Run 1, M1 wires:
Bar = 20 um. Cells faint in the background.
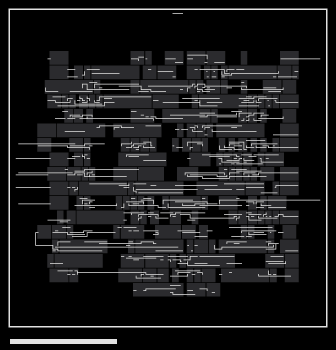
Run 1, signal wires on met2:
Cells faint in the background.
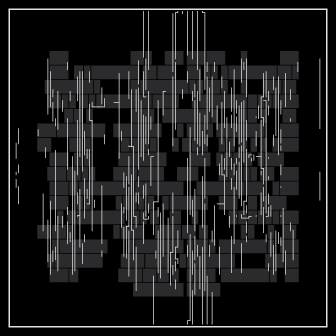
Run 1, the metal 3 layer:
Bar = 20 um. Cells faint in the background.
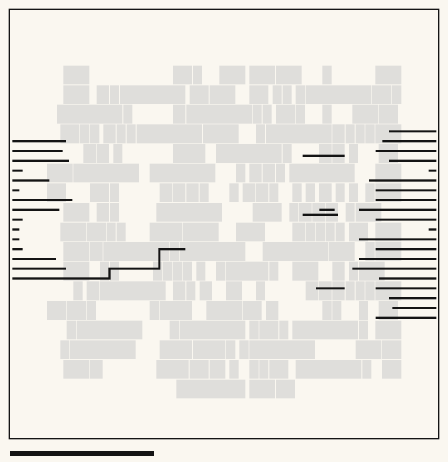
==> config.mk <==
export PLATFORM = sky130hd
export DESIGN_NAME = mul_arbiter_flat
export DESIGN_NICKNAME = d
export VERILOG_FILES = /design/src/rtl/mul_arbiter_if.sv /design/src/rtl/mul_arbiter.sv /design/src/flat_wrapper.sv
export SDC_FILE = /design/constraint.sdc
export NUM_CORES = 1
export LEC_CHECK = 0
export ABC_AREA = 1
export CORE_MARGIN = 5
export CORE_UTILIZATION = 47
export CTS_BUF_LIST = sky130_fd_sc_hd__clkbuf_8
export CTS_CLUSTER_DIAMETER = 100
export DETAILED_ROUTE_END_ITERATION = 7
export PLACE_DENSITY = 0.89
export SKIP_LAST_GASP = 1
export SYNTH_ARGS = -nofsm -noshare
export SYNTH_HDL_FRONTEND = slang
export SYNTH_SLANG_ARGS = --single-unit
==> constraint.sdc <==
create_clock -name clk -period 2.95 [get_ports clk]
set_input_delay 0.59 -clock clk [delete_from_list [all_inputs] [get_ports clk]]
set_output_delay 0.59 -clock clk [all_outputs]
set_load 0.1 [all_outputs]
==> src/rtl/mul_arbiter_if.sv <==
// Client and multiplier-side signals of the shared 4x4 multiplier arbiter.
// The arbiter uses the slave view; the client/multiplier environment the master view.
interface mul_arbiter_if #(
    parameter int W = 4
);
    logic           req0;
    logic [W-1:0]   a0;
    logic [W-1:0]   b0;
    logic           req1;
    logic [W-1:0]   a1;
    logic [W-1:0]   b1;
    logic           mul_ld;
    logic [W-1:0]   mul_a;
    logic [W-1:0]   mul_b;
    logic [2*W-1:0] mul_ry;
    logic           ack0;
    logic           ack1;
    logic [2*W-1:0] y;
    logic           busy;
    logic           gnt;

    modport slave (
        input  req0, a0, b0,
        input  req1, a1, b1,
        input  mul_ry,
        output mul_ld, mul_a, mul_b,
        output ack0, ack1, y,
        output busy, gnt
    );

    modport master (
        output req0, a0, b0,
        output req1, a1, b1,
        output mul_ry,
        input  mul_ld, mul_a, mul_b,
        input  ack0, ack1, y,
        input  busy, gnt
    );
endinterface

==> src/rtl/mul_arbiter.sv <==
// Round-robin arbiter sharing one sequential multiplier between two
// requesters: latch operands, pulse load, wait fixed run time, return product.
module mul_arbiter #(
    parameter int W          = 4,
    parameter int MUL_CYCLES = 4
) (
    input logic          clk,
    input logic          rst,
    mul_arbiter_if.slave bus
);
    localparam int CW =
        (MUL_CYCLES > 1) ? $clog2(MUL_CYCLES) : 1;
    localparam logic [CW-1:0] CNT_LAST =
        CW'(MUL_CYCLES - 1);

    typedef enum logic [1:0] {
        IDLE,
        LOAD,
        RUN,
        DONE
    } state_e;

    state_e           state_q, state_d;
    logic             last_q, last_d;
    logic             gnt_q, gnt_d;
    logic [W-1:0]     a_q, a_d;
    logic [W-1:0]     b_q, b_d;
    logic [2*W-1:0]   y_q, y_d;
    logic [CW-1:0]    cnt_q, cnt_d;
    logic             winner;

    // Contention goes to whoever was not served last
    always_comb begin
        winner = bus.req1;
        if (bus.req0 && bus.req1) begin
            winner = ~last_q;
        end
    end

    always_comb begin
        state_d = state_q;
        last_d  = last_q;
        gnt_d   = gnt_q;
        a_d     = a_q;
        b_d     = b_q;
        y_d     = y_q;
        cnt_d   = cnt_q;
        unique case (state_q)
            IDLE: begin
                if (bus.req0 || bus.req1) begin
                    state_d = LOAD;
                    gnt_d   = winner;
                    a_d     = winner ? bus.a1 : bus.a0;
                    b_d     = winner ? bus.b1 : bus.b0;
                end
            end
            LOAD: begin
                state_d = RUN;
                cnt_d   = '0;
            end
            RUN: begin
                cnt_d = cnt_q + 1'b1;
                if (cnt_q == CNT_LAST) begin
                    state_d = DONE;
                    y_d     = bus.mul_ry;
                end
            end
            DONE: begin
                state_d = IDLE;
                last_d  = gnt_q;
            end
            default: state_d = IDLE;
        endcase
    end

    always_ff @(posedge clk or negedge rst) begin
        if (!rst) begin
            state_q <= IDLE;
            last_q  <= 1'b1;
            gnt_q   <= 1'b0;
            a_q     <= '0;
            b_q     <= '0;
            y_q     <= '0;
            cnt_q   <= '0;
        end else begin
            state_q <= state_d;
            last_q  <= last_d;
            gnt_q   <= gnt_d;
            a_q     <= a_d;
            b_q     <= b_d;
            y_q     <= y_d;
            cnt_q   <= cnt_d;
        end
    end

    assign bus.mul_ld = (state_q == LOAD);
    assign bus.mul_a  = a_q;
    assign bus.mul_b  = b_q;
    assign bus.y      = y_q;
    assign bus.gnt    = gnt_q;
    assign bus.busy   = (state_q != IDLE);
    assign bus.ack0   = (state_q == DONE) && !gnt_q;
    assign bus.ack1   = (state_q == DONE) && gnt_q;
endmodule

==> src/flat_wrapper.sv <==
// flat-port wrapper written by rule: the top's interface ports become plain ports
module mul_arbiter_flat 
#(
    parameter int W          = 4,
    parameter int MUL_CYCLES = 4
)
  (clk, rst, bus_req0, bus_a0, bus_b0, bus_req1, bus_a1, bus_b1, bus_mul_ry, bus_mul_ld, bus_mul_a, bus_mul_b, bus_ack0, bus_ack1, bus_y, bus_busy, bus_gnt);
  mul_arbiter_if #(.W(W)) bus_i ();
  input logic clk;
  input logic rst;
  input wire logic [$bits(bus_i.req0)-1:0] bus_req0;
  input wire logic [$bits(bus_i.a0)-1:0] bus_a0;
  input wire logic [$bits(bus_i.b0)-1:0] bus_b0;
  input wire logic [$bits(bus_i.req1)-1:0] bus_req1;
  input wire logic [$bits(bus_i.a1)-1:0] bus_a1;
  input wire logic [$bits(bus_i.b1)-1:0] bus_b1;
  input wire logic [$bits(bus_i.mul_ry)-1:0] bus_mul_ry;
  output wire logic [$bits(bus_i.mul_ld)-1:0] bus_mul_ld;
  output wire logic [$bits(bus_i.mul_a)-1:0] bus_mul_a;
  output wire logic [$bits(bus_i.mul_b)-1:0] bus_mul_b;
  output wire logic [$bits(bus_i.ack0)-1:0] bus_ack0;
  output wire logic [$bits(bus_i.ack1)-1:0] bus_ack1;
  output wire logic [$bits(bus_i.y)-1:0] bus_y;
  output wire logic [$bits(bus_i.busy)-1:0] bus_busy;
  output wire logic [$bits(bus_i.gnt)-1:0] bus_gnt;
  assign bus_i.req0 = bus_req0;
  assign bus_i.a0 = bus_a0;
  assign bus_i.b0 = bus_b0;
  assign bus_i.req1 = bus_req1;
  assign bus_i.a1 = bus_a1;
  assign bus_i.b1 = bus_b1;
  assign bus_i.mul_ry = bus_mul_ry;
  assign bus_mul_ld = bus_i.mul_ld;
  assign bus_mul_a = bus_i.mul_a;
  assign bus_mul_b = bus_i.mul_b;
  assign bus_ack0 = bus_i.ack0;
  assign bus_ack1 = bus_i.ack1;
  assign bus_y = bus_i.y;
  assign bus_busy = bus_i.busy;
  assign bus_gnt = bus_i.gnt;
  mul_arbiter #(.W(W), .MUL_CYCLES(MUL_CYCLES)) u_core (.clk(clk), .rst(rst), .bus(bus_i));
endmodule
==> impl_results.html, run 1 <==
<h2>Implementation results</h2>
<table>
<tr><th>Metric</th><th>Value</th></tr>
<tr><th colspan="2">Status</th></tr>
<tr><td>Outcome</td><td>completed</td></tr>
<tr><th colspan="2">Logic synthesis</th></tr>
<tr><td>Chip area line of the yosys report</td><td>approximately 1100 um2</td></tr>
<tr><td>Aoi/oai-family share of the synthesized area</td><td>0.0317</td></tr>
<tr><td>Flip-flop and latch count after synthesis</td><td>22</td></tr>
<tr><td>Post-synthesis instance area</td><td>1140 um2</td></tr>
<tr><td>Synthesis warning total</td><td>0</td></tr>
<tr><td>Main logic family</td><td>simple AND/OR/NAND/NOR gates</td></tr>
<tr><td>Post-Synth Simple-Gate Area</td><td>0.326</td></tr>
<tr><td>Xor and xnor fraction of the mapped netlist area</td><td>0</td></tr>
<tr><td>Arithmetic-cell share of the synthesized area counting full adders, half adders and majority gates</td><td>0.0656</td></tr>
<tr><td>Syn Nets</td><td>178</td></tr>
<tr><td>Top_reg_cell synth</td><td>sky130_fd_sc_hd__dfrtp_1</td></tr>
<tr><td>Ys cells</td><td>144</td></tr>
<tr><td>Mux cell area share after synthesis</td><td>0</td></tr>
<tr><td>Count of flip-flops with a built-in enable after synthesis</td><td>0</td></tr>
<tr><td>Number of distinct standard cells referenced by the synthesized netlist</td><td>18</td></tr>
<tr><td>Share of synthesized area occupied by flip-flops and latches</td><td>0.482</td></tr>
<tr><td>Number of instances in the synthesized netlist</td><td>144</td></tr>
<tr><td>Synthesized area divided by synthesized cell count</td><td>approximately 8 um2</td></tr>
<tr><td>Fraction of synthesis flops using an asynchronous set or reset pin</td><td>1.00</td></tr>
<tr><th colspan="2">Worst setup path</th></tr>
<tr><td>Cell type of the slowest stage on the worst timing path</td><td>sky130_fd_sc_hd__dfrtp_1</td></tr>
<tr><td>Delay-heaviest family, CP</td><td>buffers and inverters</td></tr>
<tr><td>Ordered cell list for the critical path</td><td>inv_1 &gt; ha_1 &gt; inv_2 &gt; buf_4</td></tr>
<tr><td>CP Buf/Inv Count</td><td>3</td></tr>
<tr><td>R2r setup slk</td><td>1400 ps</td></tr>
<tr><td>Critical path startpoint category</td><td>flop</td></tr>
<tr><td>End of the worst register-to-register path</td><td>u_core.bus.y[6]$_DFFE_PN0P_</td></tr>
<tr><td>Required time at the worst-slack endpoint</td><td>2360 ps</td></tr>
<tr><td>Last element of the critical path</td><td>bus_busy</td></tr>
<tr><td>Total stage count of the critical path</td><td>4</td></tr>
<tr><td>Critical path class</td><td>flop to output pin</td></tr>
<tr><td>First element of the critical path</td><td>u_core.state_q[0]$_DFFE_PN0P_</td></tr>
<tr><td>Launch point of the worst reg-to-reg path</td><td>u_core.state_q[0]$_DFFE_PN0P_</td></tr>
<tr><td>Arr. time, crit path</td><td>between 1000 and 1500 ps</td></tr>
<tr><td>Maximum net fanout on the critical path</td><td>4</td></tr>
<tr><td>Worst R2R Path Depth</td><td>5</td></tr>
<tr><td>Crit path largest cell delay</td><td>410 ps</td></tr>
<tr><td>Setup crit end kind</td><td>output pin</td></tr>
<tr><th colspan="2">Die</th></tr>
<tr><td>Die area</td><td>3520 um2</td></tr>
<tr><td>Die H</td><td>59.3 um</td></tr>
<tr><td>Area of the core region</td><td>approximately 2300 um2</td></tr>
<tr><td>Number of cell rows</td><td>17</td></tr>
<tr><td>Die boundary width</td><td>59.3 um</td></tr>
<tr><td>Share of the core filled by cells before placement</td><td>0.502</td></tr>
<tr><td>I/O pin total</td><td>49</td></tr>
<tr><th colspan="2">Clocking</th></tr>
<tr><td>Sinks on the clock net</td><td>22</td></tr>
<tr><td>Late-Pin Clk Latency</td><td>250 ps</td></tr>
<tr><td>Post-cts repair resize count</td><td>0</td></tr>
<tr><td>Reg clk slew, reported paths</td><td>70 ps</td></tr>
<tr><td>Buffer count from post-CTS setup fixing</td><td>0</td></tr>
<tr><td>Clock tree from TritonCTS</td><td>built</td></tr>
<tr><td>Number of levels the H-tree was split into</td><td>1</td></tr>
<tr><td>Bufs on Longest Clock Path</td><td>2</td></tr>
<tr><td>TritonCTS Buffers</td><td>3</td></tr>
<tr><td>CTS Hold Bufs</td><td>0</td></tr>
<tr><td>Root buffer cell</td><td>sky130_fd_sc_hd__clkbuf_8</td></tr>
<tr><th colspan="2">Global routing</th></tr>
<tr><td>Met3 usage in global routing</td><td>0.0436</td></tr>
<tr><td>First-pass GRT wire length</td><td>4.80 mm</td></tr>
<tr><td>Largest net degree at the start of global routing</td><td>23</td></tr>
<tr><td>Vias in the first global route</td><td>1156</td></tr>
<tr><td>Met1 Resource Use GR</td><td>0.191</td></tr>
<tr><td>Global route hottest layer</td><td>met2</td></tr>
<tr><td>Global-route total usage across every layer</td><td>0.176</td></tr>
<tr><td>Total congestion overflow after global routing</td><td>0</td></tr>
<tr><td>Antenna violations before repair</td><td>0</td></tr>
<tr><td>Met2 layer usage reported by global route</td><td>0.324</td></tr>
<tr><th colspan="2">Drt</th></tr>
<tr><td>Overall via count from detail_route</td><td>1078</td></tr>
<tr><td>Number of remaining DRC errors</td><td>0</td></tr>
<tr><td>Via/cell ratio</td><td>4.86</td></tr>
<tr><td>Post-route antenna net violation count</td><td>0</td></tr>
<tr><td>Average wire per standard cell</td><td>12.4 um</td></tr>
<tr><td>Length of routed wiring on met1</td><td>1.12 mm</td></tr>
<tr><td>DRT Wirelength</td><td>2.76 mm</td></tr>
<tr><td>Number of detailed-route iterations in the first pass</td><td>4</td></tr>
<tr><td>Detailed-routed wire length on met3</td><td>251 um</td></tr>
<tr><td>DRC marker count from the first detailed-route iteration</td><td>33</td></tr>
<tr><td>Routed length on met2</td><td>roughly 1.4 mm</td></tr>
<tr><td>Top sig layer</td><td>met3</td></tr>
<tr><th colspan="2">Layout</th></tr>
<tr><td>Antenna diode count</td><td>0</td></tr>
<tr><td>Final #Nets</td><td>229</td></tr>
<tr><td>Dominant logic cell types in the final layout</td><td>sky130_fd_sc_hd__nand2_1, sky130_fd_sc_hd__nand3_1, sky130_fd_sc_hd__clkdlybuf4s50_1</td></tr>
<tr><td>Growth of design area from synthesis to finish</td><td>43.2%</td></tr>
<tr><td>Final instance area</td><td>1640 um2</td></tr>
<tr><td>Most frequent logic cell in the layout</td><td>sky130_fd_sc_hd__nand2_1</td></tr>
<tr><td>Final standard cell count with taps included and fillers excluded</td><td>approximately 220</td></tr>
<tr><td>Fraction of layout cells with a size suffix above 1</td><td>0.165</td></tr>
<tr><th colspan="2">Final timing</th></tr>
<tr><td>Post-Route Setup TNS</td><td>0 ps</td></tr>
<tr><td>Transition time of the tightest slew-check pin</td><td>between 500 and 600 ps</td></tr>
<tr><td>Worst hold slack</td><td>478 ps</td></tr>
<tr><td>Unrepaired setup endpoints after global routing</td><td>false</td></tr>
<tr><td>Largest clock skew in the final design</td><td>5.01 ps</td></tr>
<tr><td>Post-layout period usage</td><td>0.696</td></tr>
<tr><td>Slew Limit Fails</td><td>0</td></tr>
<tr><td>Worst slew margin</td><td>0.653</td></tr>
<tr><td>Final period demand of the worst path</td><td>2050 ps</td></tr>
<tr><td>Achievable frequency</td><td>487 MHz</td></tr>
<tr><td>Final setup violation count</td><td>0</td></tr>
<tr><td>Final hold violations</td><td>0</td></tr>
<tr><th colspan="2">Placed design</th></tr>
<tr><td># port buffers</td><td>48</td></tr>
<tr><td>Dpl hpwl</td><td>2.15 mm</td></tr>
<tr><td>Cell count after placement</td><td>218</td></tr>
<tr><td>Routability cong.</td><td>0.826</td></tr>
<tr><td>Area post-placement</td><td>1590 um2</td></tr>
<tr><th colspan="2">Run</th></tr>
<tr><td>Count of max-cap constraint violations</td><td>0</td></tr>
<tr><td>Number of warning messages in the logs</td><td>30</td></tr>
<tr><th colspan="2">Worst hold path</th></tr>
<tr><td>Classification of the worst-slack hold path</td><td>flop to flop</td></tr>
<tr><td>End point of the worst hold path</td><td>u_core.last_q$_DFFE_PN1N_</td></tr>
<tr><td>Hold-critical path depth</td><td>2</td></tr>
<tr><td>Startpoint of the lowest-slack hold path</td><td>u_core.last_q$_DFFE_PN1N_</td></tr>
</table>
-- 'M1 wires' (at the start) --
The layer holds 40% of the routed length. The layer carries 1120 um of wire.

-- 'signal wires on met2' (at the start) --
The layer carries 1390 um of wire. 180 nets have wire on it. The layer holds 50% of the routed length.

-- 'the metal 3 layer' (at the start) --
The longest straight run is 13.3 um. The layer holds 9.1% of the routed length. The wires run mostly horizontal. 37 nets have wire on it. The layer carries 251 um of wire.

## run 1: metrics by stage
step                       util  setup slack, ps
after floorplan               -              193
after global placement    0.700              980
after detailed placement  0.700              926
after CTS                 0.720              890
after global routing      0.720              836
final                     0.720              896
## run 1: registers in the layout, indices dropped and copies added, names as in the netlist
register,count
u_core.bus.gnt,1
u_core.state_q,2
u_core.bus.mul_a,4
u_core.bus.mul_b,4
u_core.bus.y,8
u_core.cnt_q,2
u_core.last_q,1
## run 1: worst reg2reg max path, stage by stage (launching register included)
cell                      delay (ps)
sky130_fd_sc_hd__dfrtp_1         430
sky130_fd_sc_hd__inv_1           130
sky130_fd_sc_hd__ha_1            440
sky130_fd_sc_hd__nand2_1         280
sky130_fd_sc_hd__nand2_1         120
sky130_fd_sc_hd__nand2_1          50
## run 1: synthesized netlist by cell type (2+ instances only)
cell type | n | area (um2)
sky130_fd_sc_hd__nand2_1 | 52 | 195
sky130_fd_sc_hd__nand3_1 | 27 | 135
sky130_fd_sc_hd__inv_1 | 22 | 82.6
sky130_fd_sc_hd__dfrtp_1 | 21 | 526
sky130_fd_sc_hd__ha_1 | 6 | 75.1
sky130_fd_sc_hd__a21oi_1 | 2 | 10.0
sky130_fd_sc_hd__buf_2 | 2 | 10.0
sky130_fd_sc_hd__nor2_1 | 2 | 7.51
## run 1: area by class of cell
cell class | instances | area [um2]
sequential | 22 | 552
tap | 28 | 35.0
timing repair buffer | 49 | 435
clock buffer | 3 | 41.3
clock inverter | 1 | 3.75
multi-input combinational | 96 | 484
fill | 173 | 638
inverter | 23 | 86.3
==> run 2, diff against run 1 <==
Settings changed: CORE_UTILIZATION 47 to 43, PLACE_DENSITY 0.89 to 0.82.
Clock period 2.95 ns to 2.15 ns, I/O delays scaled along.
Run 2, cell outlines without signal wires:
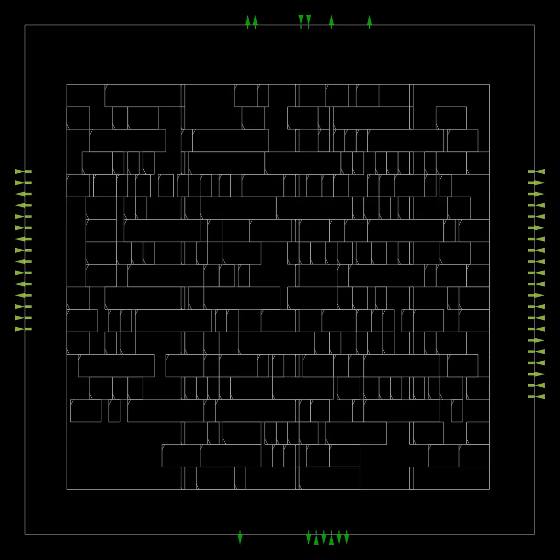
number of well taps: 30
filler cell count in the final layout: 216

Run 2, signal wires on met2:
Cells faint in the background.
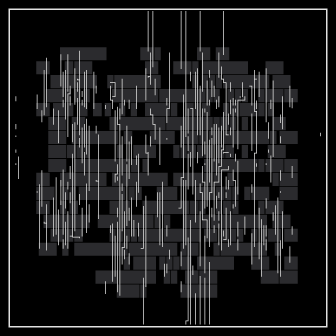
The layer holds 49% of the routed length. The layer carries 1450 um of wire. The longest straight run is 33.3 um.

==> run 2 against run 1 <==
  * Sequential share of layout area is 1.2 points lower
  * Core utilization is 3.9 points lower
  * First-iteration DRC count is 21% lower
  * Highest routed layer is now met4
  * Critical path type unchanged
  * Wire length is 6.7% higher
  * Worst hold slack worse by 7.2 ps
  * Clock skew is 3.6 ps lower
  * Via count is 2.9% higher
==> impl_results.html, run 2 <==
<h2>Implementation results</h2>
<table>
<tr><th>Metric</th><th>Value</th></tr>
<tr><th colspan="2">Status</th></tr>
<tr><td>Outcome</td><td>completed</td></tr>
<tr><th colspan="2">Global routing</th></tr>
<tr><td>Global route hottest layer</td><td>met2</td></tr>
<tr><td>Global-route total usage across every layer</td><td>0.167</td></tr>
<tr><td>Met1 Resource Use GR</td><td>0.189</td></tr>
<tr><td>Met3 usage in global routing</td><td>0.0377</td></tr>
<tr><td>Met2 layer usage reported by global route</td><td>0.306</td></tr>
<tr><td>First-pass GRT wire length</td><td>4.69 mm</td></tr>
<tr><td>Largest net degree at the start of global routing</td><td>23</td></tr>
<tr><th colspan="2">Logic synthesis</th></tr>
<tr><td>Number of distinct standard cells referenced by the synthesized netlist</td><td>18</td></tr>
<tr><td>Top_reg_cell synth</td><td>sky130_fd_sc_hd__dfrtp_1</td></tr>
<tr><td>Fraction of synthesis flops using an asynchronous set or reset pin</td><td>1.00</td></tr>
<tr><td>Post-synthesis instance area</td><td>1140 um2</td></tr>
<tr><td>Flip-flop and latch count after synthesis</td><td>22</td></tr>
<tr><td>Top post-synthesis cells by count</td><td>sky130_fd_sc_hd__nand2_1, sky130_fd_sc_hd__nand3_1, sky130_fd_sc_hd__inv_1</td></tr>
<tr><td>Max-area cell share</td><td>0.460</td></tr>
<tr><td>Synthesized area divided by synthesized cell count</td><td>7.94 um2</td></tr>
<tr><td>Most area-consuming cells after synthesis</td><td>sky130_fd_sc_hd__dfrtp_1, sky130_fd_sc_hd__nand2_1, sky130_fd_sc_hd__nand3_1</td></tr>
<tr><td>Most common cell in the netlist</td><td>sky130_fd_sc_hd__nand2_1</td></tr>
<tr><td>Share of synthesized area occupied by flip-flops and latches</td><td>0.482</td></tr>
<tr><td>Number of instances in the synthesized netlist</td><td>144</td></tr>
<tr><td>Biggest area consumer among synthesized cells</td><td>sky130_fd_sc_hd__dfrtp_1</td></tr>
<tr><td>Syn Nets</td><td>178</td></tr>
<tr><td>Synthesis warning total</td><td>0</td></tr>
<tr><td>Ys cells</td><td>144</td></tr>
<tr><th colspan="2">Drt</th></tr>
<tr><td>Routed length on met2</td><td>around 1.5 mm</td></tr>
<tr><td>Via/cell ratio</td><td>4.93</td></tr>
<tr><td>DRC marker count from the first detailed-route iteration</td><td>26</td></tr>
<tr><td>Detailed-routed wire length on met3</td><td>313 um</td></tr>
<tr><td>Number of remaining DRC errors</td><td>0</td></tr>
<tr><td>Number of detailed-route iterations in the first pass</td><td>4</td></tr>
<tr><td>Length of routed wiring on met1</td><td>1.15 mm</td></tr>
<tr><th colspan="2">Die</th></tr>
<tr><td>Die boundary width</td><td>roughly 62 um</td></tr>
<tr><td>Number of cell rows</td><td>18</td></tr>
<tr><td>I/O pin total</td><td>49</td></tr>
<tr><td>Area of the core region</td><td>around 2500 um2</td></tr>
<tr><td>Die area</td><td>3790 um2</td></tr>
<tr><td>Die H</td><td>61.6 um</td></tr>
<tr><th colspan="2">Clocking</th></tr>
<tr><td>Reg clk slew, reported paths</td><td>70 ps</td></tr>
<tr><td>Root buffer cell</td><td>sky130_fd_sc_hd__clkbuf_8</td></tr>
<tr><td>Clock tree from TritonCTS</td><td>built</td></tr>
<tr><td>Bufs on Longest Clock Path</td><td>2</td></tr>
<tr><td>TritonCTS Buffers</td><td>3</td></tr>
<tr><td>Sinks on the clock net</td><td>22</td></tr>
<tr><td>Buffer count from post-CTS setup fixing</td><td>0</td></tr>
<tr><td>Late-Pin Clk Latency</td><td>260 ps</td></tr>
<tr><td>Number of levels the H-tree was split into</td><td>1</td></tr>
<tr><th colspan="2">Layout</th></tr>
<tr><td>Antenna diode count</td><td>0</td></tr>
<tr><td>Most frequent logic cell in the layout</td><td>sky130_fd_sc_hd__nand2_1</td></tr>
<tr><td>ClkCell Share</td><td>0.0265</td></tr>
<tr><td>Buffers, non-clock</td><td>50</td></tr>
<tr><td>Register cell area after layout</td><td>between 500 and 600 um2</td></tr>
<tr><td>Dominant logic cell types in the final layout</td><td>sky130_fd_sc_hd__nand2_1, sky130_fd_sc_hd__nand3_1, sky130_fd_sc_hd__clkdlybuf4s50_1</td></tr>
<tr><td>Logic share of the area</td><td>0.286</td></tr>
<tr><td>Clock tree buffer count of the final layout</td><td>3</td></tr>
<tr><td>Flops</td><td>22</td></tr>
<tr><td>Sequential portion of the cell area</td><td>0.325</td></tr>
<tr><td>Area of the multi-input gates</td><td>487 um2</td></tr>
<tr><td>Number of flip-flops in the largest register</td><td>8</td></tr>
<tr><td>Core utilization of the finished layout</td><td>0.680</td></tr>
<tr><td>Number of multi-input logic gates</td><td>approximately 96</td></tr>
<tr><td>Final #Nets</td><td>230</td></tr>
<tr><td>Non-clock inverter count in the final layout</td><td>23</td></tr>
<tr><td>Fraction of layout cells with a size suffix above 1</td><td>0.174</td></tr>
<tr><td>Growth of design area from synthesis to finish</td><td>48.7%</td></tr>
<tr><td>Area-dominant cell class after layout</td><td>sequential cells</td></tr>
<tr><th colspan="2">Placed design</th></tr>
<tr><td>Cell count after placement</td><td>221</td></tr>
<tr><td>Dpl hpwl</td><td>around 2.3 mm</td></tr>
<tr><td># port buffers</td><td>~48</td></tr>
<tr><td>Routability cong.</td><td>0.823</td></tr>
<tr><th colspan="2">Worst setup path</th></tr>
<tr><td>CP Buf/Inv Count</td><td>3</td></tr>
<tr><td>Maximum net fanout on the critical path</td><td>4</td></tr>
<tr><td>Delay-heaviest family, CP</td><td>buffers and inverters</td></tr>
<tr><td>Crit path largest cell delay</td><td>400 ps</td></tr>
<tr><td>Cell type of the slowest stage on the worst timing path</td><td>sky130_fd_sc_hd__dfrtp_1</td></tr>
<tr><td>Worst R2R Path Depth</td><td>5</td></tr>
<tr><td>Critical path startpoint category</td><td>flop</td></tr>
<tr><td>Arr. time, crit path</td><td>1350 ps</td></tr>
<tr><td>Total stage count of the critical path</td><td>4</td></tr>
<tr><td>Critical path class</td><td>flop to output pin</td></tr>
<tr><th colspan="2">Final timing</th></tr>
<tr><td>Unrepaired setup endpoints after global routing</td><td>false</td></tr>
<tr><td>Largest clock skew in the final design</td><td>1.42 ps</td></tr>
<tr><td>Final period demand of the worst path</td><td>1780 ps</td></tr>
<tr><td>Worst slew margin</td><td>0.712</td></tr>
<tr><td>Post-layout period usage</td><td>0.830</td></tr>
<tr><td>Final setup violation count</td><td>0</td></tr>
<tr><td>Final hold violations</td><td>0</td></tr>
<tr><th colspan="2">Worst hold path</th></tr>
<tr><td>Hold-critical path depth</td><td>2</td></tr>
<tr><td>Classification of the worst-slack hold path</td><td>flop to flop</td></tr>
<tr><th colspan="2">Run</th></tr>
<tr><td>Number of warning messages in the logs</td><td>31</td></tr>
</table>
run 2: through the flow:
| step | instance area (um2) | hold WS, ps | setup WS [ps] | TNS [ps] |
|---|---|---|---|---|
| 6_report | 1700 | 471 | 366 | 0 |
| 5_1_grt | 1700 | 501 | 272 | 0 |
| 4_1_cts | 1700 | 476 | 362 | 0 |
| 3_5_place_dp | 1660 | 464 | 524 | 0 |
| 3_3_place_gp | 1660 | 461 | 573 | 0 |
| 2_1_floorplan | 1150 | 134 | -6.58 | -6.58 |
run 2: path summary, 6_finish.rpt:
| kind | startpoint | end | slack (ps) |
|---|---|---|---|
| min reg2reg | u_core.last_q$_DFFE_PN1N_ | u_core.last_q$_DFFE_PN1N_ | 470 |
| min in group asynchronous | rst | u_core.bus.mul_a[3]$_DFFE_PN0P_ | 520 |
| max | u_core.state_q[0]$_DFFE_PN0P_ | bus_busy | 370 |
| max in group asynchronous | rst | u_core.last_q$_DFFE_PN1N_ | 1350 |
| max reg2reg | u_core.state_q[0]$_DFFE_PN0P_ | u_core.bus.y[0]$_DFFE_PN0P_ | 580 |
| min | u_core.last_q$_DFFE_PN1N_ | u_core.last_q$_DFFE_PN1N_ | 470 |
run 2: worst min-delay path, cell delays in order, from the launching register on:
cell and delay [ps]:
sky130_fd_sc_hd__dfstp_2 380, sky130_fd_sc_hd__nand2_1 50, sky130_fd_sc_hd__nand2_1 40
run 2: kinds of logic after synthesis:
family	share of synthesized area
simple gates	0.326
buf+inv	0.0941
compound gates	0.0317
fa+ha+maj	0.0656
flops	0.482
==> run 3, diff against run 2 <==
Settings changed: CORE_UTILIZATION 43 to 39, PLACE_DENSITY 0.82 to 0.79.
Clock period 2.15 ns to 1.6 ns, I/O delays scaled along.
Run 3, M1 wires:
Bar = 20 um. Cells faint in the background.
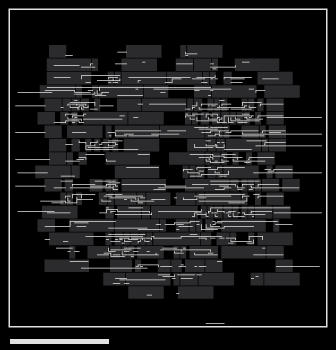
The layer carries 1220 um of wire. 192 nets have wire on it. The longest straight run is 33.1 um. The layer holds 41% of the routed length. The wires run mostly horizontal.

Run 3, the metal 3 layer:
Bar = 20 um. Cells faint in the background.
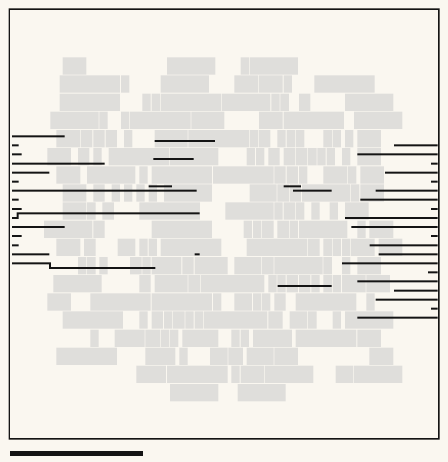
The wires run mostly horizontal. The layer holds 10% of the routed length. The longest straight run is 27.4 um.

==> run 3 against run 2 <==
  * Critical path depth unchanged
  * Global-route usage is 0.42 points lower
  * Die area increased by 8.6%
  * Setup slack lost 350 ps
  * Wire length up 1.0%
  * Register-to-register slack got worse by 290 ps
  * Area after synthesis unchanged
==> impl_results.html, run 3 <==
<h2>Implementation results</h2>
<table>
<tr><th>Metric</th><th>Value</th></tr>
<tr><th colspan="2">Layout</th></tr>
<tr><td>Number of flip-flops in the largest register</td><td>8</td></tr>
<tr><td>Final standard cell count with taps included and fillers excluded</td><td>228</td></tr>
<tr><td>Most frequent logic cell in the layout</td><td>sky130_fd_sc_hd__nand2_1</td></tr>
<tr><td>Register cell area after layout</td><td>553 um2</td></tr>
<tr><td>Antenna diode count</td><td>0</td></tr>
<tr><td>Dominant logic cell types in the final layout</td><td>sky130_fd_sc_hd__nand2_1, sky130_fd_sc_hd__nand3_1, sky130_fd_sc_hd__clkdlybuf4s50_1</td></tr>
<tr><td>Final #Nets</td><td>232</td></tr>
<tr><td>Final instance area</td><td>1970 um2</td></tr>
<tr><th colspan="2">Drt</th></tr>
<tr><td>Number of remaining DRC errors</td><td>0</td></tr>
<tr><td>Post-route antenna net violation count</td><td>0</td></tr>
<tr><td>Number of detailed-route iterations in the first pass</td><td>4</td></tr>
<tr><td>Via/cell ratio</td><td>4.82</td></tr>
<tr><td>DRC marker count from the first detailed-route iteration</td><td>43</td></tr>
<tr><td>Average wire per standard cell</td><td>13.0 um</td></tr>
<tr><th colspan="2">Worst setup path</th></tr>
<tr><td>Critical path startpoint category</td><td>flop</td></tr>
<tr><td>Required time at the worst-slack endpoint</td><td>around 1300 ps</td></tr>
<tr><td>Crit path largest cell delay</td><td>between 400 and 500 ps</td></tr>
<tr><td>Delay-heaviest family, CP</td><td>flip-flops</td></tr>
<tr><td>Ordered cell list for the critical path</td><td>ha_2 &gt; nand2_2 &gt; clkinvlp_4 &gt; buf_12</td></tr>
<tr><td>Maximum net fanout on the critical path</td><td>4</td></tr>
<tr><td>Launch point of the worst reg-to-reg path</td><td>u_core.state_q[0]$_DFFE_PN0P_</td></tr>
<tr><td>Critical path class</td><td>flop to output pin</td></tr>
<tr><td>CP Buf/Inv Count</td><td>2</td></tr>
<tr><td>Cell type of the slowest stage on the worst timing path</td><td>sky130_fd_sc_hd__dfrtp_1</td></tr>
<tr><td>Setup crit end kind</td><td>output pin</td></tr>
<tr><th colspan="2">Clocking</th></tr>
<tr><td>Number of levels the H-tree was split into</td><td>1</td></tr>
<tr><td>TritonCTS Buffers</td><td>3</td></tr>
<tr><td>Late-Pin Clk Latency</td><td>260 ps</td></tr>
<tr><td>Bufs on Longest Clock Path</td><td>2</td></tr>
<tr><td>Clock tree from TritonCTS</td><td>built</td></tr>
<tr><th colspan="2">Final timing</th></tr>
<tr><td>Worst hold slack</td><td>416 ps</td></tr>
<tr><td>Final setup violation count</td><td>0</td></tr>
<tr><td>Achievable frequency</td><td>633 MHz</td></tr>
<tr><td>Final period demand of the worst path</td><td>1580 ps</td></tr>
<tr><td>Minimum setup slack in the final design</td><td>20.2 ps</td></tr>
<tr><td>Post-layout period usage</td><td>0.987</td></tr>
<tr><th colspan="2">Placed design</th></tr>
<tr><td>Dpl hpwl</td><td>2.38 mm</td></tr>
<tr><td># port buffers</td><td>48</td></tr>
<tr><td>Area post-placement</td><td>between 1500 and 2000 um2</td></tr>
<tr><td>Worst slack after detailed placement</td><td>a little under 90 ps</td></tr>
<tr><td>Routability cong.</td><td>between 0.8 and 0.9</td></tr>
<tr><th colspan="2">Global routing</th></tr>
<tr><td>Vias in the first global route</td><td>1173</td></tr>
<tr><td>Antenna violations before repair</td><td>0</td></tr>
<tr><td>Total congestion overflow after global routing</td><td>0</td></tr>
<tr><td>Largest net degree at the start of global routing</td><td>23</td></tr>
<tr><th colspan="2">Die</th></tr>
<tr><td>Die H</td><td>64.2 um</td></tr>
<tr><td>I/O pin total</td><td>49</td></tr>
<tr><td>Number of cell rows</td><td>19</td></tr>
<tr><td>Area of the core region</td><td>~2800 um2</td></tr>
<tr><th colspan="2">Logic synthesis</th></tr>
<tr><td>Aoi/oai-family share of the synthesized area</td><td>0.0317</td></tr>
<tr><td>Count of flip-flops with a built-in enable after synthesis</td><td>0</td></tr>
<tr><td>Chip area line of the yosys report</td><td>1140 um2</td></tr>
<tr><td>Ys cells</td><td>about 140</td></tr>
<tr><td>Syn Nets</td><td>178</td></tr>
<tr><td>Synthesis warning total</td><td>0</td></tr>
<tr><td>Main logic family</td><td>simple AND/OR/NAND/NOR gates</td></tr>
<tr><td>Most common cell in the netlist</td><td>sky130_fd_sc_hd__nand2_1</td></tr>
<tr><td>Top post-synthesis cells by count</td><td>sky130_fd_sc_hd__nand2_1, sky130_fd_sc_hd__nand3_1, sky130_fd_sc_hd__inv_1</td></tr>
<tr><td>Share of synthesized area occupied by flip-flops and latches</td><td>0.482</td></tr>
<tr><td>Xor and xnor fraction of the mapped netlist area</td><td>0</td></tr>
<tr><td>Flip-flop and latch count after synthesis</td><td>22</td></tr>
<tr><td>Biggest area consumer among synthesized cells</td><td>sky130_fd_sc_hd__dfrtp_1</td></tr>
<tr><th colspan="2">Run</th></tr>
<tr><td>Number of warning messages in the logs</td><td>32</td></tr>
<tr><td>Count of max-cap constraint violations</td><td>0</td></tr>
<tr><th colspan="2">Worst hold path</th></tr>
<tr><td>Classification of the worst-slack hold path</td><td>primary input to async pin</td></tr>
<tr><th colspan="2">Status</th></tr>
<tr><td>Outcome</td><td>completed</td></tr>
</table>
run 3: cell counts after synthesis:
No cell type changed its count.
run 3: area by class of cell:
| class | count | area share |
|---|---|---|
| Clock buffer | 4 | 0.0280 |
| Inverter | 23 | 0.0458 |
| Multi-Input combinational cell | 96 | 0.259 |
| Sequential cell | 22 | 0.281 |
| Tap cell | 31 | 0.0197 |
| Timing Repair Buffer | 52 | 0.366 |
run 3: path summary, 6_finish.rpt:
path,endpoint,slack (ps),cells after the start
setup / recovery,bus_ack1,20,4
hold / removal,u_core.bus.mul_a[1]$_DFFE_PN0P_,420,2
setup reg to reg,u_core.state_q[0]$_DFFE_PN0P_,290,5
hold reg to reg,u_core.last_q$_DFFE_PN1N_,480,2
max in group asynchronous,u_core.last_q$_DFFE_PN1N_,910,2
min in group clk,u_core.last_q$_DFFE_PN1N_,480,2
run 3: layer usage:
metal / wire (um) / global-route usage
met5: 0 / 0
met1: 1220 / 0.208
met4: 33 / 0.0585
met2: 1410 / 0.251
met3: 304 / 0.0613
run 3: timing repair:
| action | 4_1_cts | 5_1_grt |
|---|---|---|
| buffers inserted | 1 | 0 |
| setup endpoints to repair | 2 | 4 |
| hold buffers | 0 | 0 |
| gates resized | 4 | 2 |
run 3: kinds of logic (layout without fill, tap and decap cells):
family / after synthesis / after routing
AOI/OAI and AO/OA: 5 / 5
adders and majority gates: 6 / 6
buffers and inverters: 26 / 79
DFF: 22 / 22
and+or+nand+nor: 85 / 85
